File: src/rtl/syn_fifo_wr_arbiter.sv
// Round-robin arbiter sharing one syn_fifo write port among N_REQ requesters.
// Grants one requester per burst; beats pass straight through to the FIFO.
module syn_fifo_wr_arbiter #(
    parameter int N_REQ      = 4,
    parameter int DATA_WIDTH = 8,
    parameter int MAX_BURST  = 4
) (
    input  logic                        sys_clk,
    input  logic                        sys_rst_n,
    input  logic [N_REQ-1:0]            req_valid,
    input  logic [N_REQ*DATA_WIDTH-1:0] req_data,
    input  logic [N_REQ-1:0]            req_last,
    output logic [N_REQ-1:0]            req_ready,
    input  logic                        fifo_full,
    output logic                        fifo_wr,
    output logic [DATA_WIDTH-1:0]       fifo_wdata,
    output logic [$clog2(N_REQ)-1:0]    grant_id,
    output logic                        grant_active
);

    localparam int IW = $clog2(N_REQ);
    localparam int CW = $clog2(MAX_BURST + 1);

    typedef enum logic {IDLE, BURST} state_t;

    state_t        state, state_n;
    logic [IW-1:0] grant_n, rr_ptr, ptr_n, pick, grant_nxt;
    logic [CW-1:0] beat_cnt, cnt_n;
    logic          accept;
    logic          burst_end;

    always_ff @(posedge sys_clk or negedge sys_rst_n) begin
        if (!sys_rst_n) begin
            state    <= IDLE;
            grant_id <= '0;
            beat_cnt <= '0;
            rr_ptr   <= '0;
        end else begin
            state    <= state_n;
            grant_id <= grant_n;
            beat_cnt <= cnt_n;
            rr_ptr   <= ptr_n;
        end
    end

    // First valid requester at or after rr_ptr; descending loop leaves the nearest.
    always_comb begin
        logic [IW:0] sum;
        pick = '0;
        sum  = '0;
        for (int k = N_REQ - 1; k >= 0; k--) begin
            sum = {1'b0, rr_ptr} + (IW + 1)'(k);
            if (int'(sum) >= N_REQ)
                sum = sum - (IW + 1)'(N_REQ);
            if (req_valid[sum[IW-1:0]])
                pick = sum[IW-1:0];
        end
    end

    assign grant_nxt = (int'(grant_id) == N_REQ - 1) ? '0 : grant_id + 1'b1;
    assign accept    = (state == BURST) & req_valid[grant_id] & ~fifo_full;
    assign burst_end = (accept & req_last[grant_id])
                     | (accept & (beat_cnt == CW'(MAX_BURST - 1)))
                     | ~req_valid[grant_id];

    always_comb begin
        state_n = state;
        grant_n = grant_id;
        cnt_n   = beat_cnt;
        ptr_n   = rr_ptr;
        unique case (state)
            IDLE: begin
                if (|req_valid) begin
                    state_n = BURST;
                    grant_n = pick;
                    cnt_n   = '0;
                end
            end
            BURST: begin
                if (accept)
                    cnt_n = beat_cnt + 1'b1;
                if (burst_end) begin
                    state_n = IDLE;
                    cnt_n   = '0;
                    ptr_n   = grant_nxt;
                end
            end
            default: state_n = IDLE;
        endcase
    end

    always_comb begin
        req_ready  = '0;
        fifo_wr    = 1'b0;
        fifo_wdata = '0;
        if (state == BURST) begin
            req_ready[grant_id] = ~fifo_full;
            if (accept) begin
                fifo_wr    = 1'b1;
                fifo_wdata = req_data[int'(grant_id)*DATA_WIDTH +: DATA_WIDTH];
            end
        end
    end

    assign grant_active = (state == BURST);

endmodule

File: config.mk
export PLATFORM = sky130hd
export DESIGN_NAME = syn_fifo_wr_arbiter
export DESIGN_NICKNAME = d
export VERILOG_FILES = /design/src/rtl/syn_fifo_wr_arbiter.sv
export SDC_FILE = /design/constraint.sdc
export NUM_CORES = 1
export LEC_CHECK = 0
export ABC_AREA = 1
export CAP_MARGIN = 20
export CORE_AREA = 4 4 51 75
export DETAILED_ROUTE_END_ITERATION = 8
export DIE_AREA = 0 0 55 79
export PLACE_DENSITY = 0.74
export SYNTH_ARGS = -nofsm -noshare
export SYNTH_HDL_FRONTEND = slang
export SYNTH_SLANG_ARGS = --single-unit
File: constraint.sdc
create_clock -name sys_clk -period 1.32 [get_ports sys_clk]
set_input_delay 0.264 -clock sys_clk [delete_from_list [all_inputs] [get_ports sys_clk]]
set_output_delay 0.264 -clock sys_clk [all_outputs]
set_load 0.01 [all_outputs]
==> flow_summary.ini <==
; flow metrics
[run_status]
outcome = finished with violations
violations = setup timing

[clock_network]
clk_pin_slew_ps = 40
clock_path_buffers = 2
postCtsSetupBuffers = 10
cts_buffers = 3
ctsHoldBuffers = 0
clock-sinks = 8
clkLatencyLatePin_ps = 230
cts_resized = 92
cts_tree = yes
clock_tree.root_cell = clkbuf_8
cts-htree-levels = 1

[finish]
largestClassByArea = combinational gates
nClkBuffers = 4
comb_area_share_pct = 42.25
finalNetCount = 333
nNonClkBuffers = 102
comb_cells = 151
nNonClkInverters = 18
diodes = 0
design_area_um2 = 2251
regMostFlops = beat_cnt
layout.cells.most_common = clkdlybuf4s50_1
comb_area_um2 = 950.9
largest_reg_flops = 3
seq-cell-share_pct = 9.061
fillers = 253
drive_gt1_share_pct = 45.58
buf_share_pct = 40.91
final_layout_top_logic_cells = clkdlybuf4s50_1 (39), nor2_1 (35), nand2_1 (31), buf_4 (31), nand2_2 (17)
ff_count = 8
postLayoutCoreUtil_pct = 71.25
top_regs = beat_cnt: 3 flops, grant_id: 2 flops, rr_ptr: 2 flops
area_growth_syn_to_layout_pct = 109.4
flop_area_um2 = 203.9

[global_routing]
grt_pass1_wl_mm = 6.803
grt_pass1_vias = 1551
overflow = 0
grt_usage_pct = 21.27
grt_max_degree = 23

[die]
taps = 40
fp-row-count = 25
fp_util_pct = 34.02
die-area_um2 = 4345
coreArea_um2 = 3159
fp.dieH_um = 79
pin_count = 59
die_w_um = 55

[logic_synthesis]
syn_nets = 232
yosys_most_used_dff = dfrtp_1
yosysWarningCount = 0
netlist_area_um2 = 1075
area_leaders = dfrtp_1 (19%), nand2_1 (16%), nor2_1 (13%), o21ai_0 (7.9%), ha_1 (7.0%)
simple_gate_area_share_pct = 46.45
fa_ha_area_share_pct = 6.985
synthTopLogicFamily = simple AND/OR/NAND/NOR gates
mux_share_pct = 0
ys.flops = 8
yosys_area_um2 = 1075
synthXorXnorAreaFrac_pct = 0
syn_inst = 183
syn_avg_cell_area_um2 = 5.873
seq_area_frac_synth_pct = 18.63
synth_top_area_share_pct = 18.63
synth.distinct_cells = 23
async_flop_share_pct = 100.0

[detailed_routing]
drt-total-wl_mm = 4.620
viasPerCell = 4.966
firstDrtPassIters = 4
via_count = 1604
antenna_left = 0
drt_iter0_drc = 37
drt-wirelength-per-cell_um = 14.30
drc = 0

[timing]
finalHoldViolations = 0
clock.fmax_mhz = 597.0
drv_slew = 0
maxSlewHeadroom_pct = 76.08
min_period_ps = 1675
finClkSkew_ps = 4.172
setup_viol = 21
period_used_pct = 126.9
setup_slack_ps = -355.1
tightest_slew_ps = 357.7
rsz0062_at_grt = true

[place]
place_congestion = 0.8318
dp_hpwl_mm = 3.101
place_ws_ps = -750.8
postPlaceCellArea_um2 = 1918

[critical_path]
arrival_ps = 1410
crit_path_start_kind = flip-flop
critPathMaxStageDelay_ps = 450
crit_start = grant_id[0]
ff2ff_setup_slack_ps = -180
cp_num_cells = 8
crit_end = fifo_wdata[1]
slowest_stage = dfrtp_2
cp_top_family = flip-flops
path_cells = buf_4 > nand2_2 > nand3_2 > nand2_4 > inv_8 > nand2_8 > a21oi_2 > buf_2
rr_worst_depth = 12
cp.buffers_inverters = 3
required_ps = 1060
path_class = reg -> out
r2r_start = grant_id[0]

[power_and_ir_drop]
p_seq_share_pct = 10.4
p_clk_share_pct = 6.5
intPower_mw = 2.437
total_power_mw = 4.713
p_sw_mw = 2.276
power-top-group = combinational cells
pg_seq_mw = 0.491
p_comb_share_pct = 83.1
ir_drop_v = 0.001120
p_sw_share_pct = 48.29
powerDensity_nw_per_um2 = 2094
p_leak_nw = 1.095
p_clk_mw = 0.307

[job]
maxCapViolCount = 0

[min_path]
hp-class = in -> async
routing by layer:
metal / part of all wire (%) / vias up / track usage, %
met5: 0 / - / 0
met2: 59 / 59 / 39.69
met3: 5.0 / 19 / 4.690
li1: - / 784 / -
met1: 33 / 742 / 21.41
met4: 3.6 / 0 / 8.029
per-stage QoR:
stage,instances,hold slack (ps)
floorplan,183,-31.59
global placement,299,465.9
detailed placement,299,469.8
CTS,314,311.7
global route,323,333.1
finish,323,310.0
worst min-delay path by stage:
stage | end | depth (start not counted) | slack, ps
after floorplan | beat_cnt[0] | 0 | -30
after global placement | beat_cnt[2] | 2 | 470
after detailed placement | beat_cnt[2] | 2 | 470
after CTS | beat_cnt[1] | 1 | 310
after global routing | beat_cnt[1] | 1 | 330
final | beat_cnt[1] | 1 | 310
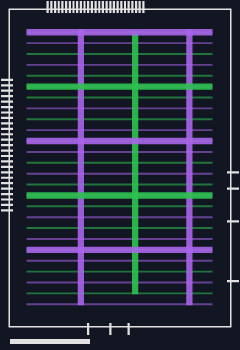
**Above:** power grid.
The bar under the picture is 20 um long. Pins as bars on the die edge.
color	net
purple	VSS
green	VDD
met1 rails	26
met4 straps	3

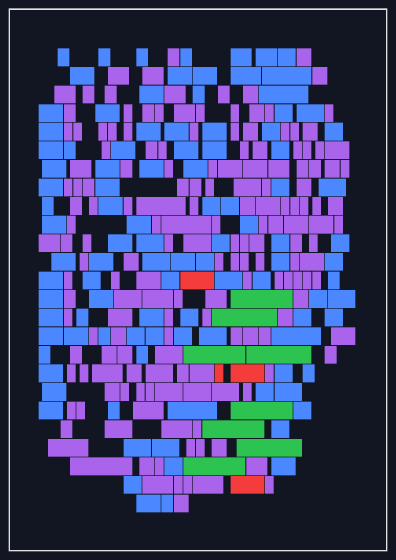
**Above:** cells colored by class.
color	class	cells	share of their area
green	flops	8	9.3%
blue	other buffers and delay cells	102	42%
red	clock drivers and dummy loads	4	2.0%
purple	all other logic	169	47%

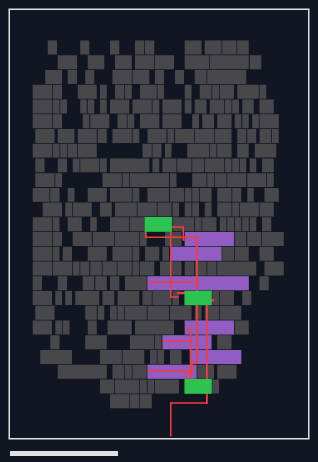
**Above:** routed clock nets over the placement.
The bar under the picture is 20 um long.
[green] cells driving clock nets | count: 3
[red] clock wires | length: 141 um
[purple] flip-flops | count: 8
routed clock nets	4

Power is estimated from default activity; no workload was simulated.
